### src/rtl/lif_neuron_tile_if.sv
// -----------------------------------------------------------------------------
// lif_neuron_tile_if
//
// Weight-row channel between the memory router (master) and a LIF neuron
// tile (slave).
//
// Handshake:
//    - weightReq is driven by the tile. It is high while the tile is
//      accumulating and can take a row.
//    - memReady is driven by the router. It is high when weightData carries
//      a valid row.
//    - A row is transferred on every rising clock edge where weightReq and
//      memReady are both high.
//    - The router may raise memReady at any time. The tile ignores it while
//      weightReq is low.
//    - There is no buffering. The tile consumes the row on the same edge it
//      is offered.
//
// Signals:
//    memReady    router -> tile   weightData valid this cycle
//    weightData  router -> tile   one signed weight per neuron; neuron i
//                                 occupies [i*size_data +: size_data]
//    weightReq   tile -> router   tile wants a weight row
// -----------------------------------------------------------------------------
interface lif_neuron_tile_if #(
   parameter int size_tile = 4,
   parameter int size_data = 8
);
   logic                           memReady;
   logic [size_tile*size_data-1:0] weightData;
   logic                           weightReq;

   modport master (
      output memReady,
      output weightData,
      input  weightReq
   );

   modport slave (
      input  memReady,
      input  weightData,
      output weightReq
   );
endinterface

### src/rtl/lif_neuron_tile.sv
// -----------------------------------------------------------------------------
// lif_neuron_tile
//
// Leaky-integrate-and-fire neuron tile. It holds size_tile signed membrane
// potentials. Each run has four steps:
//    1. enable loads the initial potentials and latches the run
//       configuration.
//    2. numInputs weight rows are accumulated with saturation, one row per
//       accepted cycle.
//    3. A single FIRE cycle applies the shift leak, compares each neuron
//       against the threshold, and applies the selected reset mode.
//    4. finished pulses for one cycle.
//
// Ports:
//    clk         single clock, rising edge
//    reset       synchronous, active-low reset
//    enable      start pulse; sampled only in IDLE
//    numInputs   weight rows to accumulate; sampled with enable
//    vmemData    initial potentials, neuron i at [i*size_vmem +: size_vmem]
//    threshold   signed firing threshold; latched with enable
//    leakShift   leak shift amount; 0 disables the leak; latched with enable
//    resetMode   0 = reset to zero, 1 = subtract threshold; latched with enable
//    mem         weight-row channel (memReady, weightData in; weightReq out)
//    finished    one-cycle done pulse
//    spikeOut    per-neuron spike result of the last FIRE
//    vmemOut     current membrane potentials
//    stateOut    FSM state: 00 IDLE, 01 ACCUM, 10 FIRE, 11 DONE
// -----------------------------------------------------------------------------
module lif_neuron_tile #(
   parameter int size_data     = 8,
   parameter int size_vmem     = 16,
   parameter int size_tile     = 4,
   parameter int size_counters = 5
) (
   input  logic                           clk,
   input  logic                           reset,
   input  logic                           enable,
   input  logic [size_counters-1:0]       numInputs,
   input  logic [size_tile*size_vmem-1:0] vmemData,
   input  logic signed [size_vmem-1:0]    threshold,
   input  logic [3:0]                     leakShift,
   input  logic                           resetMode,
   lif_neuron_tile_if.slave               mem,
   output logic                           finished,
   output logic [size_tile-1:0]           spikeOut,
   output logic [size_tile*size_vmem-1:0] vmemOut,
   output logic [1:0]                     stateOut
);

   localparam logic [1:0] ST_IDLE  = 2'b00;
   localparam logic [1:0] ST_ACCUM = 2'b01;
   localparam logic [1:0] ST_FIRE  = 2'b10;
   localparam logic [1:0] ST_DONE  = 2'b11;

   // Saturation limits of one membrane potential.
   localparam logic signed [size_vmem-1:0] VMEM_MAX = {1'b0, {(size_vmem-1){1'b1}}};
   localparam logic signed [size_vmem-1:0] VMEM_MIN = {1'b1, {(size_vmem-1){1'b0}}};

   // ---------------------------------------------------------------------------
   // Registers
   // ---------------------------------------------------------------------------
   logic [1:0]                  r_state;
   logic [size_counters-1:0]    r_count;
   logic [size_counters-1:0]    r_num_inputs;
   logic signed [size_vmem-1:0] r_thresh;
   logic [3:0]                  r_leak;
   logic                        r_mode;
   logic signed [size_vmem-1:0] r_vmem [size_tile];
   logic [size_tile-1:0]        r_spike;
   logic                        r_finished;

   // ---------------------------------------------------------------------------
   // Per-neuron datapath
   // ---------------------------------------------------------------------------
   logic signed [size_data-1:0] w_weight  [size_tile];
   logic signed [size_vmem:0]   w_sum     [size_tile];
   logic signed [size_vmem-1:0] w_acc     [size_tile];
   logic signed [size_vmem-1:0] w_shifted [size_tile];
   logic signed [size_vmem-1:0] w_leaked  [size_tile];
   logic signed [size_vmem:0]   w_diff    [size_tile];
   logic signed [size_vmem-1:0] w_fire    [size_tile];
   logic [size_tile-1:0]        w_spike;
   logic                        w_last_row;

   // Clamp a one-bit-wider intermediate back to the vmem range. Overflow
   // shows up as disagreement between the two top bits, and the top bit
   // tells which way it went.
   function automatic logic signed [size_vmem-1:0] sat_vmem(input logic signed [size_vmem:0] x);
      logic signed [size_vmem-1:0] res;
      if (x[size_vmem] != x[size_vmem-1]) begin
         res = x[size_vmem] ? VMEM_MIN : VMEM_MAX;
      end else begin
         res = x[size_vmem-1:0];
      end
      return res;
   endfunction

   always_comb begin
      w_spike = '0;
      for (int i = 0; i < size_tile; i++) begin
         w_weight[i]  = '0;
         w_sum[i]     = '0;
         w_acc[i]     = '0;
         w_shifted[i] = '0;
         w_leaked[i]  = '0;
         w_diff[i]    = '0;
         w_fire[i]    = '0;
      end

      for (int i = 0; i < size_tile; i++) begin
         // Accumulate: sign-extend both operands to size_vmem+1 bits, then clamp.
         w_weight[i] = mem.weightData[i*size_data +: size_data];
         w_sum[i]    = {r_vmem[i][size_vmem-1], r_vmem[i]}
                     + {{(size_vmem+1-size_data){w_weight[i][size_data-1]}}, w_weight[i]};
         w_acc[i]    = sat_vmem(w_sum[i]);

         // Leak: v - (v >>> s). The result always lies between 0 and v, so
         // it cannot overflow. A shift of 0 must bypass the leak, because
         // v - (v >>> 0) would give zero.
         w_shifted[i] = r_vmem[i] >>> r_leak;
         w_leaked[i]  = (r_leak == 4'd0) ? r_vmem[i] : (r_vmem[i] - w_shifted[i]);

         // Fire: signed compare. Subtracting a negative threshold can
         // overflow, so the subtraction is done one bit wider and clamped.
         w_spike[i] = (w_leaked[i] >= r_thresh);
         w_diff[i]  = {w_leaked[i][size_vmem-1], w_leaked[i]}
                    - {r_thresh[size_vmem-1], r_thresh};
         if (w_spike[i]) begin
            w_fire[i] = r_mode ? sat_vmem(w_diff[i]) : '0;
         end else begin
            w_fire[i] = w_leaked[i];
         end
      end
   end

   // The row now being accepted is the last one for this run.
   assign w_last_row = (r_count == (r_num_inputs - 1'b1));

   // ---------------------------------------------------------------------------
   // FSM and state registers
   // ---------------------------------------------------------------------------
   always_ff @(posedge clk) begin
      if (!reset) begin
         r_state      <= ST_IDLE;
         r_count      <= '0;
         r_num_inputs <= '0;
         r_thresh     <= '0;
         r_leak       <= '0;
         r_mode       <= 1'b0;
         r_spike      <= '0;
         r_finished   <= 1'b0;
         for (int i = 0; i < size_tile; i++) begin
            r_vmem[i] <= '0;
         end
      end else begin
         r_finished <= 1'b0;
         case (r_state)
            ST_IDLE: begin
               if (enable) begin
                  for (int i = 0; i < size_tile; i++) begin
                     r_vmem[i] <= vmemData[i*size_vmem +: size_vmem];
                  end
                  r_num_inputs <= numInputs;
                  r_thresh     <= threshold;
                  r_leak       <= leakShift;
                  r_mode       <= resetMode;
                  r_count      <= '0;
                  r_spike      <= '0;
                  r_state      <= (numInputs == '0) ? ST_FIRE : ST_ACCUM;
               end
            end

            ST_ACCUM: begin
               // Without memReady this is a stall cycle: vmem and counter hold.
               if (mem.memReady) begin
                  for (int i = 0; i < size_tile; i++) begin
                     r_vmem[i] <= w_acc[i];
                  end
                  r_count <= r_count + 1'b1;
                  if (w_last_row) begin
                     r_state <= ST_FIRE;
                  end
               end
            end

            ST_FIRE: begin
               for (int i = 0; i < size_tile; i++) begin
                  r_vmem[i] <= w_fire[i];
               end
               r_spike    <= w_spike;
               r_finished <= 1'b1;
               r_state    <= ST_DONE;
            end

            default: begin
               r_state <= ST_IDLE;
            end
         endcase
      end
   end

   // ---------------------------------------------------------------------------
   // Outputs
   // ---------------------------------------------------------------------------
   always_comb begin
      vmemOut = '0;
      for (int i = 0; i < size_tile; i++) begin
         vmemOut[i*size_vmem +: size_vmem] = r_vmem[i];
      end
   end

   assign mem.weightReq = (r_state == ST_ACCUM);
   assign finished      = r_finished;
   assign spikeOut      = r_spike;
   assign stateOut      = r_state;

endmodule

### src/flat_wrapper.sv
// flat-port wrapper written by rule: the top's interface ports become plain ports
module lif_neuron_tile_flat 
#(
   parameter int size_data     = 8,
   parameter int size_vmem     = 16,
   parameter int size_tile     = 4,
   parameter int size_counters = 5
)
  (clk, reset, enable, numInputs, vmemData, threshold, leakShift, resetMode, finished, spikeOut, vmemOut, stateOut, mem_memReady, mem_weightData, mem_weightReq);
  lif_neuron_tile_if #(.size_tile(size_tile), .size_data(size_data)) mem_i ();
  input  logic clk;
  input  logic reset;
  input  logic enable;
  input  logic [size_counters-1:0] numInputs;
  input  logic [size_tile*size_vmem-1:0] vmemData;
  input  logic signed [size_vmem-1:0] threshold;
  input  logic [3:0] leakShift;
  input  logic resetMode;
  output logic finished;
  output logic [size_tile-1:0] spikeOut;
  output logic [size_tile*size_vmem-1:0] vmemOut;
  output logic [1:0] stateOut;
  input wire logic [$bits(mem_i.memReady)-1:0] mem_memReady;
  input wire logic [$bits(mem_i.weightData)-1:0] mem_weightData;
  output wire logic [$bits(mem_i.weightReq)-1:0] mem_weightReq;
  assign mem_i.memReady = mem_memReady;
  assign mem_i.weightData = mem_weightData;
  assign mem_weightReq = mem_i.weightReq;
  lif_neuron_tile #(.size_data(size_data), .size_vmem(size_vmem), .size_tile(size_tile), .size_counters(size_counters)) u_core (.clk(clk), .reset(reset), .enable(enable), .numInputs(numInputs), .vmemData(vmemData), .threshold(threshold), .leakShift(leakShift), .resetMode(resetMode), .mem(mem_i), .finished(finished), .spikeOut(spikeOut), .vmemOut(vmemOut), .stateOut(stateOut));
endmodule
### config.mk
export PLATFORM = sky130hd
export DESIGN_NAME = lif_neuron_tile_flat
export DESIGN_NICKNAME = d
export VERILOG_FILES = /design/src/rtl/lif_neuron_tile_if.sv /design/src/rtl/lif_neuron_tile.sv /design/src/flat_wrapper.sv
export SDC_FILE = /design/constraint.sdc
export NUM_CORES = 1
export LEC_CHECK = 0
export CAP_MARGIN = 20
export CORE_MARGIN = 2
export CORE_UTILIZATION = 50
export CTS_CLUSTER_SIZE = 20
export DETAILED_ROUTE_END_ITERATION = 8
export PLACE_DENSITY_LB_ADDON = 0.3
export SLEW_MARGIN = 40
export SYNTH_ARGS = -nofsm -noshare
export SYNTH_HDL_FRONTEND = slang
export SYNTH_SLANG_ARGS = --single-unit
### constraint.sdc
create_clock -name clk -period 14.65 [get_ports clk]
set_input_delay 2.1975 -clock clk [delete_from_list [all_inputs] [get_ports clk]]
set_output_delay 2.1975 -clock clk [all_outputs]
set_load 0.05 [all_outputs]
==> impl_metrics.yaml, run 1 <==
# physical design summary
global_route:
  antenna_found_initial: 1
  grt_max_degree: 75
  grtUsageTotal: 0.3291
  grt-busiest-layer: "met2"
cells_and_area:
  regArea_um2: 2690
  comb_area_share: 0.7049
  area_share_nonclk_buffers: 0.1032
  clkCellAreaFrac: 0.01559
  post-route-util: 0.5787
  largest_register_ffs: 64
  signal_buffers: 213
  inv_count: 86
  final_nets: 2823
  area.combinational_um2: 14370
placement:
  place.gp.congestion: 0.9943
  place_ws_ns: 6.750
  placed_cell_area_um2: 20040
run_status:
  status: "completed"
cts:
  cts_resized: 0
  clock_path_buffers: 2
  numCtsBuffers: 9
  hold_buffers: 0
  htree_num_levels: 3
  insertion_delay_ns: 0.39
min_path:
  hp-class: "reg2reg"
  whs_endpoint: "u_core.r_thresh[9]"
  min_path_cells: 1
synthesis:
  ys_types: 93
  xor_share: 0.06690
  top_logic_kind: "AND-OR/OR-AND gates"
  async_flop_share: 0
  syn_nets: 2705
  synth_seq_share: 0.1511
  synth_area_per_cell_um2: 7.501
  ys_cells: 2366
  synthAoiAreaFrac: 0.3303
  synthTopCellsByArea: "ha_1 (14%), edfxtp_1 (11%), a21oi_1 (7.0%)"
timing:
  setup_viol: 0
  max_freq_mhz: 124.5
  tns_ns: 0
  timing.final.ws_setup_ns: 6.619
  rsz0062_at_grt: "false"
  finalHoldViolations: 0
floorplan:
  die_w_um: 192.4
  taps: 461
  dieHeight_um: 192.4
routing:
  wl_per_cell_um: 21.32
  wl_met3_mm: 5.106
  drt-met1-wl_mm: 26.96
  drt_iter0_drc: 1998
  drt_pre_antenna_iters: 6
  ant_nets: 0
critical_path:
  critPathSlowestCell: "or4b_2"
  start_kind: "flip-flop"
  critPathArrivalTime_ns: 8.29
  cp_max_fo: 62
  critPathRequiredTime_ns: 14.91
  crit_path_frequent_cell: "nand2_1"
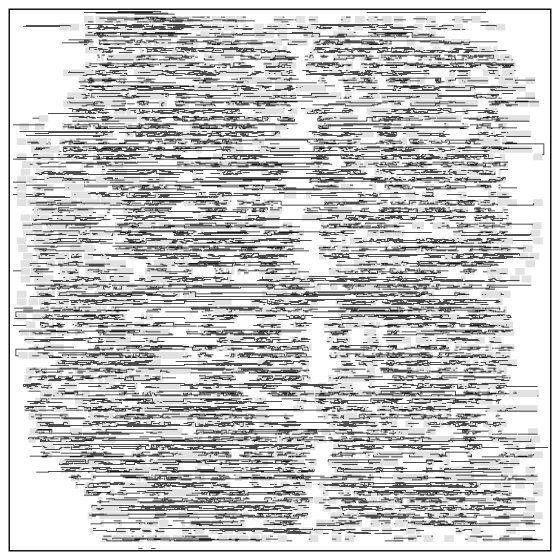
**Above:** run 1 (metal 1).
share of all routed wire: 43%
nets with wire on the layer: 2,626
total number of vias: 19.17k
GR Util met1: 0.4324
WL final: 62.92 mm

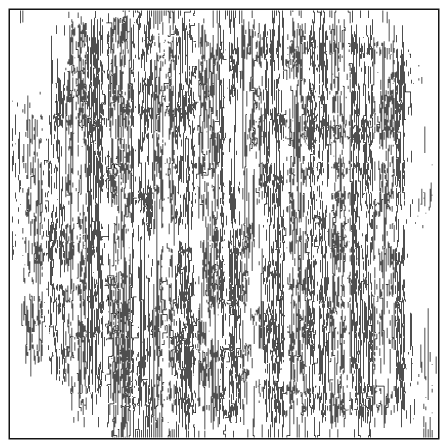
**Above:** run 1 (M2 wires).
wire length on this layer: 27.8 mm
longest straight run: 82.1 um
nets with wire on the layer: 2,417
main direction: vertical
M2 GR Usage: 0.5238

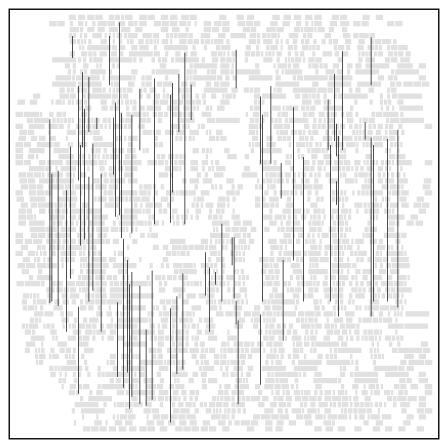
**Above:** run 1 (met4 routing).
share of all routed wire: 4.9%
main direction: vertical
nets with wire on the layer: 59

**Run 1: cell density map**

Bar = 50 um. The die is cut into 19 by 19 equal tiles; dark blue is low, red is high, 0 to 100% covered.
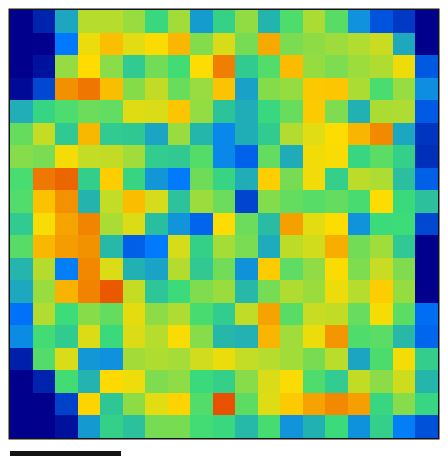

==> run 1 -> run 2 <==
==> constraint.sdc (replaced) <==
create_clock -name clk -period 7.65 [get_ports clk]
set_input_delay 1.1475 -clock clk [delete_from_list [all_inputs] [get_ports clk]]
set_output_delay 1.1475 -clock clk [all_outputs]
set_load 0.05 [all_outputs]
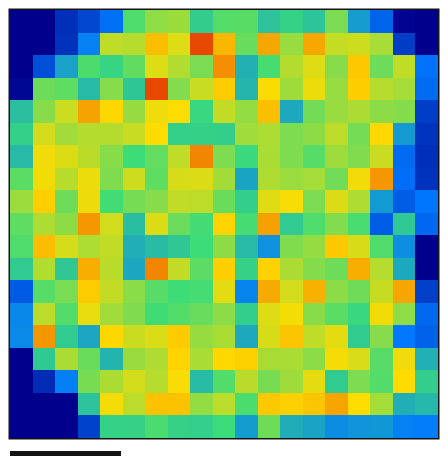
**Above:** run 2 (cell density map).
Bar = 50 um. The die is cut into 19 by 19 equal tiles; dark blue is low, red is high, 0 to 100% covered.
tiles over 75% full: 13%
nearly empty tiles: 5.3%
mean over tiles: 54%
fullest tile: 92%
core area: 35,220 um^2
Finished Core Util: 0.5810
fp util: 0.5039

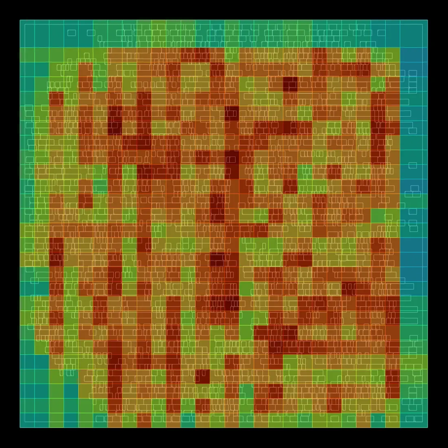
**Above:** run 2 (track usage over the die).
M2 GR Usage: 0.5477
GRT Total Usage: 0.3384
GR Util met1: 0.4424
grt peak-use layer: met2
M3 GR Usage: 0.06638

==> run 2 against run 1 <==
Net effect: cell area up 0.39%; global-route usage up 0.93 points; worst setup slack worse by 6.0 ns; critical path depth down 4; area after synthesis unchanged; non-clock buffer count up 15.
==> impl_metrics.yaml, run 2 <==
# physical design summary
cells_and_area:
  area.combinational_um2: 14350
  largest_register_ffs: 64
  clkCellAreaFrac: 0.01498
  regArea_um2: 2690
  comb_area_share: 0.7013
  inv_count: 86
  area_share_nonclk_buffers: 0.1083
  final_nets: 2838
floorplan:
  dieHeight_um: 192.4
  taps: 461
critical_path:
  critPathRequiredTime_ns: 7.92
  critPathArrivalTime_ns: 7.33
  crit_path_frequent_cell: "mux2i_1"
  cp_max_fo: 20
  start_kind: "flip-flop"
  critPathSlowestCell: "a2111oi_1"
synthesis:
  synth_seq_share: 0.1511
  syn_nets: 2705
  synthTopCellsByArea: "ha_1 (14%), edfxtp_1 (11%), a21oi_1 (7.0%)"
  ys_cells: 2366
  synthAoiAreaFrac: 0.3303
  xor_share: 0.06690
cts:
  hold_buffers: 0
  clock_path_buffers: 2
  cts_resized: 0
timing:
  rsz0062_at_grt: "false"
  max_freq_mhz: 141.8
  finalHoldViolations: 0
  timing.final.ws_setup_ns: 0.5960
  slew_headroom: 0.4448
routing:
  ant_nets: 0
  drt_pre_antenna_iters: 6
  wl_met3_mm: 5.228
  drt_iter0_drc: 2071
placement:
  placed_cell_area_um2: 20130
  place_ws_ns: 0.6008
  place.gp.congestion: 0.9980
run_status:
  status: "completed"
min_path:
  whs_endpoint: "u_core.r_thresh[3]"
global_route:
  antenna_found_initial: 1
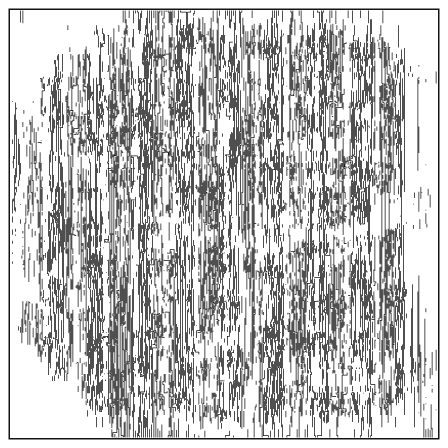
**Above:** run 2 (M2 wires).
share of all routed wire: 45%
wire length on this layer: 28.8 mm
nets with wire on the layer: 2,436
longest straight run: 114 um
total number of vias: 19.40k
WL final: 63.86 mm

==> run 2 -> run 3 <==
--- a/config.mk
+++ b/config.mk
@@ -5,7 +5,6 @@
 export SDC_FILE = /design/constraint.sdc
 export NUM_CORES = 1
 export LEC_CHECK = 0
-export CAP_MARGIN = 20
 export CORE_MARGIN = 2
 export CORE_UTILIZATION = 50
 export CTS_CLUSTER_SIZE = 20
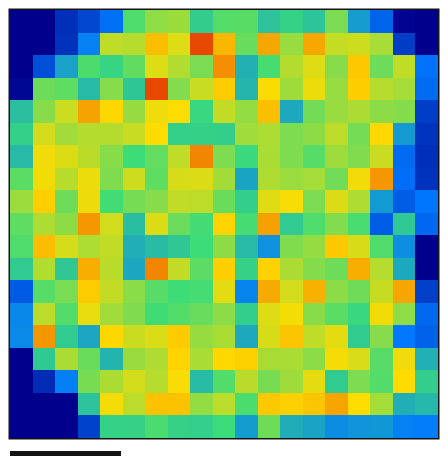
**Above:** run 3 (cell density map).
Bar = 50 um. The die is cut into 19 by 19 equal tiles; dark blue is low, red is high, 0 to 100% covered.
tiles over 75% full: 13%
mean over tiles: 54%
fullest tile: 92%

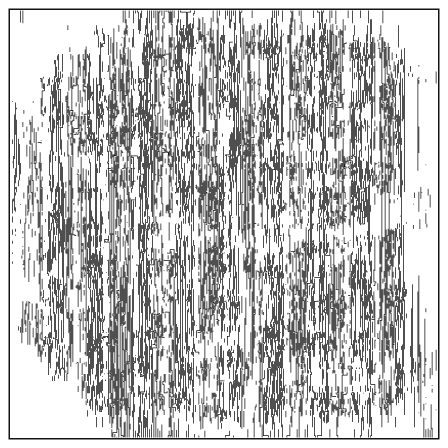
**Above:** run 3 (M2 wires).
nets with wire on the layer: 2,436
share of all routed wire: 45%

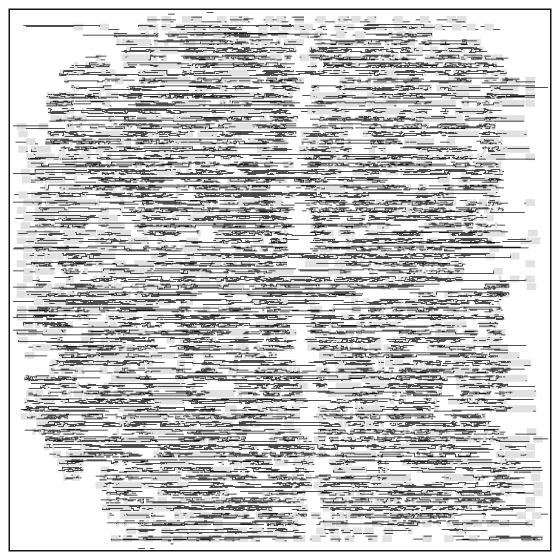
**Above:** run 3 (metal 1).
wire length on this layer: 27.1 mm
longest straight run: 87.9 um
nets with wire on the layer: 2,638
main direction: horizontal

==> run 3 against run 2 <==
Net effect: clock skew unchanged; cell area stayed put; critical endpoint unchanged; count of clock-buffer cells in the layout unchanged; critical path type unchanged; register-to-register slack hardly changed; highest routed layer unchanged.
==> impl_metrics.yaml, run 3 <==
# physical design summary
run_status:
  status: "completed"
critical_path:
  critPathArrivalTime_ns: 7.33
  cp_max_fo: 20
  critPathRequiredTime_ns: 7.92
  critPathLaunch: "u_core.r_leak[1]"
  critPathSlowestCell: "a2111oi_1"
  crit_path_frequent_cell: "mux2i_1"
timing:
  tns_ns: 0
  finalHoldViolations: 0
  timing.final.ws_setup_ns: 0.5960
  setup_viol: 0
  max_freq_mhz: 141.8
  slew_headroom: 0.4448
  rsz0062_at_grt: "false"
synthesis:
  synth_seq_share: 0.1511
  xor_share: 0.06690
  top_logic_kind: "AND-OR/OR-AND gates"
  edf_count: 64
  synth_area_per_cell_um2: 7.501
  synthAoiAreaFrac: 0.3303
  ys_cells: 2366
  async_flop_share: 0
  syn_nets: 2705
  synthTopCellsByArea: "ha_1 (14%), edfxtp_1 (11%), a21oi_1 (7.0%)"
  fa_ha_area_frac: 0.1552
global_route:
  grtUsageMet1: 0.4424
  antenna_found_initial: 1
  grt_util_met3: 0.06638
  grt-busiest-layer: "met2"
  grt_max_degree: 89
  grtUsageTotal: 0.3384
  grt_use_met2: 0.5477
cells_and_area:
  signal_buffers: 228
  area_share_nonclk_buffers: 0.1083
  reg_top3: "u_core.r_vmem (64), u_core.r_thresh (16)"
  comb_area_share: 0.7013
  post-route-util: 0.5810
  inv_count: 86
  final_nets: 2838
  largest_register_ffs: 64
  clkCellAreaFrac: 0.01498
cts:
  hold_buffers: 0
  htree_num_levels: 3
  clock_path_buffers: 2
  insertion_delay_ns: 0.40
  cts_resized: 0
  numCtsBuffers: 9
routing:
  wirelength_mm: 63.86
  wl_met3_mm: 5.228
  drt_iter0_drc: 2071
  wl_per_cell_um: 21.54
  ant_nets: 0
  vias: 19403
  drt-met1-wl_mm: 27.06
  drt_pre_antenna_iters: 6
floorplan:
  dieHeight_um: 192.4
  floorplan.core_util: 0.5039
  taps: 461
  chip_area_um2: 37020
  core-area_um2: 35220
placement:
  placed_cell_area_um2: 20130
  place_ws_ns: 0.6008
  place.gp.congestion: 0.9980
min_path:
  min_path_cells: 1
  whs_endpoint: "u_core.r_thresh[3]"
